<file path="config.mk">
export PLATFORM = sky130hd
export DESIGN_NAME = instr_fetch
export DESIGN_NICKNAME = d
export VERILOG_FILES = /design/src/rtl/instr_fetch.sv
export SDC_FILE = /design/constraint.sdc
export NUM_CORES = 1
export LEC_CHECK = 0
export CORE_ASPECT_RATIO = 0.8
export CORE_MARGIN = 2
export CORE_UTILIZATION = 54
export CTS_BUF_LIST = sky130_fd_sc_hd__clkbuf_2 sky130_fd_sc_hd__clkbuf_4 sky130_fd_sc_hd__clkbuf_8
export CTS_CLUSTER_SIZE = 25
export DETAILED_ROUTE_END_ITERATION = 10
export PLACE_DENSITY = 0.82
export SYNTH_ARGS = -nofsm -noshare
export SYNTH_HDL_FRONTEND = slang
export SYNTH_SLANG_ARGS = --single-unit
</file>
<file path="constraint.sdc">
create_clock -name clk -period 2.55 [get_ports clk]
set_clock_uncertainty 0.15 [all_clocks]
set_input_delay 0.51 -clock clk [delete_from_list [all_inputs] [get_ports clk]]
set_output_delay 0.51 -clock clk [all_outputs]
set_load 0.005 [all_outputs]
</file>
<file path="src/rtl/instr_fetch.sv">
// instr_fetch: single-outstanding instruction fetch unit feeding decode through a first-word-fall-through prefetch FIFO.
// Defining INSTR_FETCH_PERF_CNT_EN adds the fetch_cnt decode-handshake counter output.
module instr_fetch #(
    parameter int                ADDR_W   = 16,
    parameter logic [ADDR_W-1:0] RESET_PC = {ADDR_W{1'b0}},
    parameter int                DEPTH    = 2
) (
    input  logic              clk,
    input  logic              reset,
    output logic              imem_req,
    output logic [ADDR_W-1:0] imem_addr,
    input  logic              imem_ready,
    input  logic              imem_rvalid,
    input  logic [15:0]       imem_rdata,
    input  logic              redirect_valid,
    input  logic [ADDR_W-1:0] redirect_pc,
    input  logic              halt,
    output logic              if_valid,
    output logic [15:0]       if_instr,
    output logic [ADDR_W-1:0] if_pc,
    input  logic              id_ready
`ifdef INSTR_FETCH_PERF_CNT_EN
    ,
    output logic [15:0]       fetch_cnt
`endif
);

    localparam int PTR_W = (DEPTH > 1) ? $clog2(DEPTH) : 1;
    localparam int CNT_W = $clog2(DEPTH + 1);
    localparam logic [PTR_W-1:0] PTR_LAST = PTR_W'(DEPTH - 1);
    localparam logic [CNT_W-1:0] CNT_FULL = CNT_W'(DEPTH);

    typedef enum logic [1:0] {
        RUN      = 2'd0,
        WAIT_RSP = 2'd1,
        DISCARD  = 2'd2
    } state_t;

    state_t            state_r;
    state_t            state_nxt_s;
    logic [ADDR_W-1:0] fetch_pc_r;
    logic [ADDR_W-1:0] req_addr_r;
    logic              req_hold_r;
    logic [15:0]       instr_mem_r [DEPTH];
    logic [ADDR_W-1:0] pc_mem_r    [DEPTH];
    logic [PTR_W-1:0]  rd_ptr_r;
    logic [PTR_W-1:0]  wr_ptr_r;
    logic [CNT_W-1:0]  count_r;
    logic              req_s;
    logic              accept_s;
    logic              push_s;
    logic              pop_s;

    function automatic logic [PTR_W-1:0] ptr_inc(input logic [PTR_W-1:0] p);
        ptr_inc = (p == PTR_LAST) ? {PTR_W{1'b0}} : p + 1'b1;
    endfunction

    // Request/handshake qualifiers; a stalled request is held even if halt rises
    always_comb begin
        req_s = 1'b0;
        if ((state_r == RUN) && reset) begin
            req_s = req_hold_r || (!halt && (count_r < CNT_FULL));
        end else begin
            req_s = 1'b0;
        end
        accept_s = req_s && imem_ready;
        push_s   = (state_r == WAIT_RSP) && imem_rvalid && !redirect_valid;
        pop_s    = (count_r != {CNT_W{1'b0}}) && id_ready;
    end

    assign imem_req  = req_s;
    assign imem_addr = fetch_pc_r;
    assign if_valid  = (count_r != {CNT_W{1'b0}});

    // FIFO head presented to decode, zeroed when empty
    always_comb begin
        if_instr = 16'h0000;
        if_pc    = {ADDR_W{1'b0}};
        if (count_r != {CNT_W{1'b0}}) begin
            if_instr = instr_mem_r[rd_ptr_r];
            if_pc    = pc_mem_r[rd_ptr_r];
        end else begin
            if_instr = 16'h0000;
            if_pc    = {ADDR_W{1'b0}};
        end
    end

    // Next-state logic; a redirect that meets the response in WAIT_RSP has nothing left to discard
    always_comb begin
        state_nxt_s = state_r;
        case (state_r)
            RUN: begin
                if (redirect_valid) begin
                    state_nxt_s = accept_s ? DISCARD : RUN;
                end else if (accept_s) begin
                    state_nxt_s = WAIT_RSP;
                end else begin
                    state_nxt_s = RUN;
                end
            end
            WAIT_RSP: begin
                if (imem_rvalid) begin
                    state_nxt_s = RUN;
                end else if (redirect_valid) begin
                    state_nxt_s = DISCARD;
                end else begin
                    state_nxt_s = WAIT_RSP;
                end
            end
            DISCARD: begin
                if (imem_rvalid) begin
                    state_nxt_s = RUN;
                end else begin
                    state_nxt_s = DISCARD;
                end
            end
            default: state_nxt_s = RUN;
        endcase
    end

    // State, fetch address and outstanding-request bookkeeping
    always_ff @(posedge clk or negedge reset) begin
        if (!reset) begin
            state_r    <= RUN;
            fetch_pc_r <= RESET_PC;
            req_addr_r <= RESET_PC;
            req_hold_r <= 1'b0;
        end else begin
            state_r    <= state_nxt_s;
            req_hold_r <= req_s && !imem_ready && !redirect_valid;
            if (accept_s) begin
                req_addr_r <= fetch_pc_r;
            end
            if (redirect_valid) begin
                fetch_pc_r <= redirect_pc;
            end else if (accept_s) begin
                fetch_pc_r <= fetch_pc_r + 1'b1;
            end
        end
    end

    // Prefetch FIFO; a redirect empties it after any same-cycle pop has completed
    always_ff @(posedge clk or negedge reset) begin
        if (!reset) begin
            rd_ptr_r <= {PTR_W{1'b0}};
            wr_ptr_r <= {PTR_W{1'b0}};
            count_r  <= {CNT_W{1'b0}};
            for (int i = 0; i < DEPTH; i++) begin
                instr_mem_r[i] <= 16'h0000;
                pc_mem_r[i]    <= {ADDR_W{1'b0}};
            end
        end else if (redirect_valid) begin
            rd_ptr_r <= {PTR_W{1'b0}};
            wr_ptr_r <= {PTR_W{1'b0}};
            count_r  <= {CNT_W{1'b0}};
        end else begin
            if (push_s) begin
                instr_mem_r[wr_ptr_r] <= imem_rdata;
                pc_mem_r[wr_ptr_r]    <= req_addr_r;
                wr_ptr_r              <= ptr_inc(wr_ptr_r);
            end
            if (pop_s) begin
                rd_ptr_r <= ptr_inc(rd_ptr_r);
            end
            case ({push_s, pop_s})
                2'b10:   count_r <= count_r + 1'b1;
                2'b01:   count_r <= count_r - 1'b1;
                default: count_r <= count_r;
            endcase
        end
    end

`ifdef INSTR_FETCH_PERF_CNT_EN
    logic [15:0] fetch_cnt_r;

    // Decode handshake counter, survives redirects
    always_ff @(posedge clk or negedge reset) begin
        if (!reset) begin
            fetch_cnt_r <= 16'h0000;
        end else if (pop_s) begin
            fetch_cnt_r <= fetch_cnt_r + 16'h0001;
        end
    end

    assign fetch_cnt = fetch_cnt_r;
`endif

endmodule

</file>
### PDN straps and rails, run 1

Scale: 3 px per um. Pins as bars on the die edge.
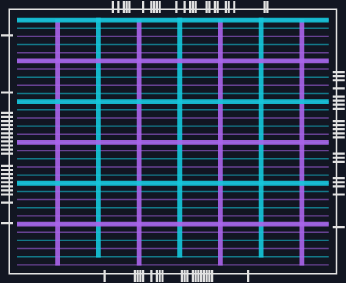
legend:
  cyan:
    net: VDD
  purple:
    net: VSS
met5 straps: 6
signal pins: 89
rows: 30
met4 straps: 7
Die Span Y: 87.68 um
VDD IR-drop max: 0.4101 mV
Die Wd: 108.6 um

### Clock wires, drivers and flops, run 1

Scale: 2 px per um.
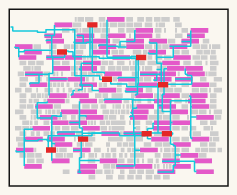
legend:
  red:
    item: clock drivers
    count: 9
  magenta:
    item: flip-flops
    count: 103
  cyan:
    item: clock wires
    length: 1,150 um
flops lie: widely spread
Power Clock: 955 uW
Clk pwr share: 0.262

==> summary.txt, run 1 <==
run metrics: Comb area 2046 um2, outcome complete, but fails checks, max cap viols 0, placed inst area 5819 um2, Placed Instances between 500 and 600, failing checks negative setup slack, Post-synth EDFFs 0, Iter 0 DRT Violations ~150, worst slew pin tran around 740 ps, final setup slack of the worst path -5.460 ps, clk_lat worst skew approximately 370 ps, CTS resizes 2, Tap Count around 110, Init Core Util 0.5571, fin cells between 600 and 700, Critical Path End Type output port, CP delay by family, top buffers and inverters, depth of the CTS H-tree 3, tool warnings 26, worst-path cell chain buf_12 > mux2i_1 > nor2_1 > clkdlybuf4s50_1, Final Setup Violations 1, Storage cell area between 2000 and 3000 um2, I/O Buffers 88, area leader, netlist dfrtp_1, iteration count of the initial detailed-routing pass 4, layout cell share with drive strength beyond 1 0.2612, Metal-1 WL around 4.6 mm, combinational share of cell area 0.3334, Critical Path End if_instr[12]
### Signal wires by layer, run 1

Scale: 4 px per um.
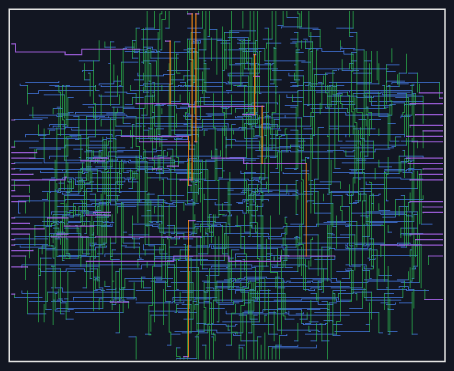
legend:
  purple:
    layer: metal 3
    wire_length: 510 um
  blue:
    layer: metal 1
    wire_length: 4,570 um
  green:
    layer: metal 2
    wire_length: 5,020 um
  orange:
    layer: metal 4
    wire_length: 188 um
GRT Total Usage: 0.2279
Vias: 3,330
drt total wl: 10.29 mm
mean routed wirelength per cell: 17.10 um

--- run 2 (diff from run 1) ---
--- a/config.mk
+++ b/config.mk
@@ -11,6 +11,7 @@
 export CTS_BUF_LIST = sky130_fd_sc_hd__clkbuf_2 sky130_fd_sc_hd__clkbuf_4 sky130_fd_sc_hd__clkbuf_8
 export CTS_CLUSTER_SIZE = 25
 export DETAILED_ROUTE_END_ITERATION = 10
+export HOLD_SLACK_MARGIN = 0.06
 export PLACE_DENSITY = 0.82
 export SYNTH_ARGS = -nofsm -noshare
 export SYNTH_HDL_FRONTEND = slang
### Signal wires by layer, run 2

Scale: 4 px per um.
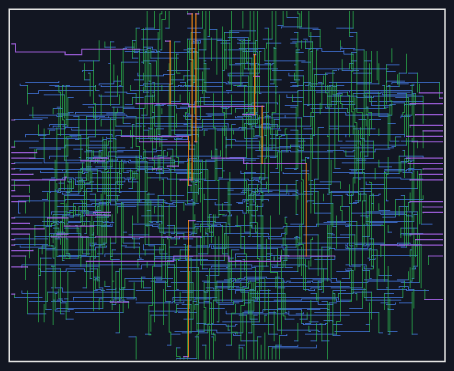
legend:
  purple:
    layer: metal 3
    wire_length: 510 um
  green:
    layer: metal 2
    wire_length: 5,020 um
  orange:
    layer: metal 4
    wire_length: 188 um
  blue:
    layer: metal 1
    wire_length: 4,570 um

### Clock nets, run 2

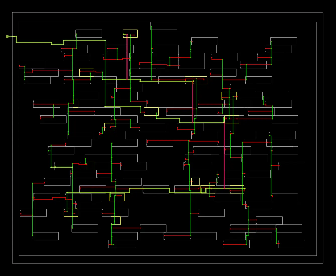
clk_lat worst skew: 370 ps
CTS sink cnt: 103
seq_cells: 103
clock buf count: 10
CTS buffer count: 9

==> summary.txt, run 2 <==
run metrics: CP delay by family, top buffers and inverters, final setup slack of the worst path -5.460 ps (unchanged), worst slew pin tran 737.6 ps (unchanged), fin cells 602 (unchanged), layout cell share with drive strength beyond 1 0.2612 (unchanged), Init Core Util 0.5571 (unchanged), Vias 3,330 (unchanged), max cap viols 0 (unchanged), I/O Buffers 88 (unchanged), Clk pwr share 0.262 (about the same), Critical Path End Type output port, depth of the CTS H-tree 3 (unchanged), drt total wl 10.29 mm (unchanged), Die Span Y 87.68 um (unchanged), area leader, netlist dfrtp_1, outcome complete, but fails checks, Metal-1 WL 4.573 mm (unchanged), Comb area 2046 um2 (unchanged), Critical Path End if_instr[12], GRT Total Usage 0.2279 (unchanged), Final Setup Violations 1 (unchanged), failing checks negative setup slack, CTS resizes 2 (unchanged), Die Wd 108.6 um (unchanged), combinational share of cell area 0.3334 (unchanged), VDD IR-drop max 0.4101 mV (unchanged), Post-synth EDFFs 0 (unchanged), tool warnings 26 (unchanged), Placed Instances 578 (unchanged), fin util 0.7233, Final Max Tran Viols 0, Storage cell area 2581 um2 (unchanged), mean routed wirelength per cell 17.10 um (unchanged)
### PDN straps and rails, run 2

Scale: 3 px per um. Pins as bars on the die edge.
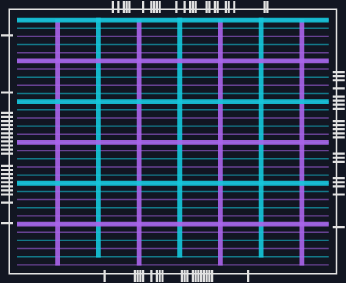
legend:
  purple:
    net: VSS
  cyan:
    net: VDD
met4 straps: 7
met5 straps: 6
rows: 30
signal pins: 89
CORE AREA: 8483 um2

--- run 3 (diff from run 2) ---
==> config.mk (replaced) <==
export PLATFORM = sky130hd
export DESIGN_NAME = instr_fetch
export DESIGN_NICKNAME = d
export VERILOG_FILES = /design/src/rtl/instr_fetch.sv
export SDC_FILE = /design/constraint.sdc
export NUM_CORES = 1
export LEC_CHECK = 0
export CORE_ASPECT_RATIO = 0.8
export CORE_MARGIN = 2
export CORE_UTILIZATION = 35
export CTS_BUF_LIST = sky130_fd_sc_hd__clkbuf_4 sky130_fd_sc_hd__clkbuf_8
export CTS_CLUSTER_SIZE = 25
export DETAILED_ROUTE_END_ITERATION = 10
export HOLD_SLACK_MARGIN = 0.06
export SYNTH_ARGS = -nofsm -noshare
export SYNTH_HDL_FRONTEND = slang
export SYNTH_SLANG_ARGS = --single-unit
### Clock nets, run 3

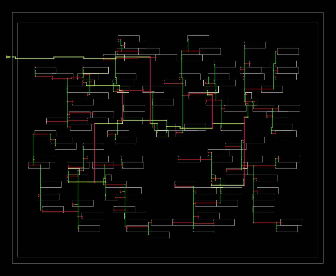
clock buf count: 11
Power Clock: 985 uW

### Signal wires by layer, run 3

Scale: 4 px per um.
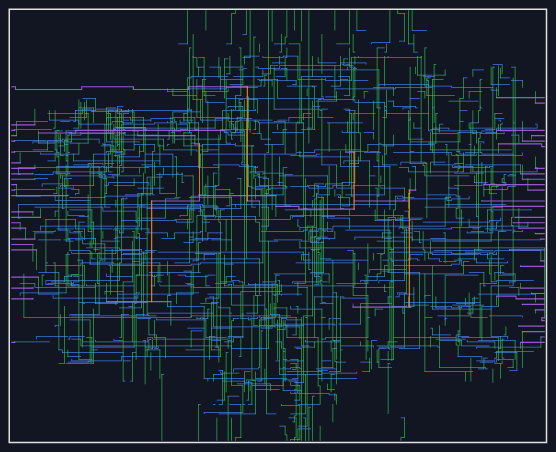
legend:
  blue:
    layer: metal 1
    wire_length: 5,020 um
  green:
    layer: metal 2
    wire_length: 4,910 um
  orange:
    layer: metal 4
    wire_length: 110 um
  purple:
    layer: metal 3
    wire_length: 549 um
GRT Total Usage: 0.1543
mean routed wirelength per cell: 16.11 um
drt total wl: 10.58 mm

==> summary.txt, run 3 <==
run metrics: outcome finished clean, fin util 0.4710 (-0.2523), Placed Instances 642 (+11%), CP delay by family, top buffers and inverters, CTS sink cnt 103 (unchanged), CORE AREA 13,010 um2 (+53%), Die Wd 133.9 um (+23%), area leader, netlist dfrtp_1, tool warnings 26 (unchanged), I/O Buffers 88 (unchanged), max cap viols 0 (unchanged), Storage cell area 2580 um2 (about the same), Init Core Util 0.3633 (-0.1938), Post-synth EDFFs 0 (unchanged), VDD IR-drop max 0.2680 mV (-35%), clk_lat worst skew 370 ps (about the same), fin cells 657 (+9.1%), final setup slack of the worst path 92.26 ps (+97.72 ps), depth of the CTS H-tree 3 (unchanged), worst slew pin tran 823.6 ps (+86.04 ps), CTS buffer count 9 (unchanged), CTS resizes 1 (-1), Die Span Y 107.9 um (+23%), Comb area 2048 um2 (+0.12%)
### Clock wires, drivers and flops, run 3

Scale: 2 px per um.
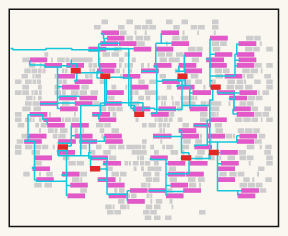
legend:
  red:
    item: clock drivers
    count: 9
  cyan:
    item: clock wires
    length: 1,170 um
  magenta:
    item: flip-flops
    count: 103
routed clock nets: 10
flops lie: widely spread
Clk pwr share: 0.268


==> screenshots <==
Selected gate families.
Scale: 2 px per um.
image #1
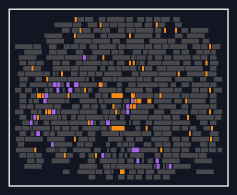
image #2
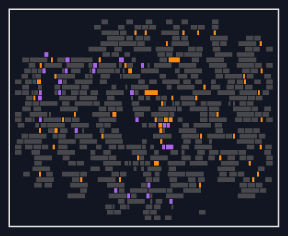
Image #1 comes from run 2.
Image #2 comes from run 3.

No activity file was given, so power comes from the tool's default toggle rates.
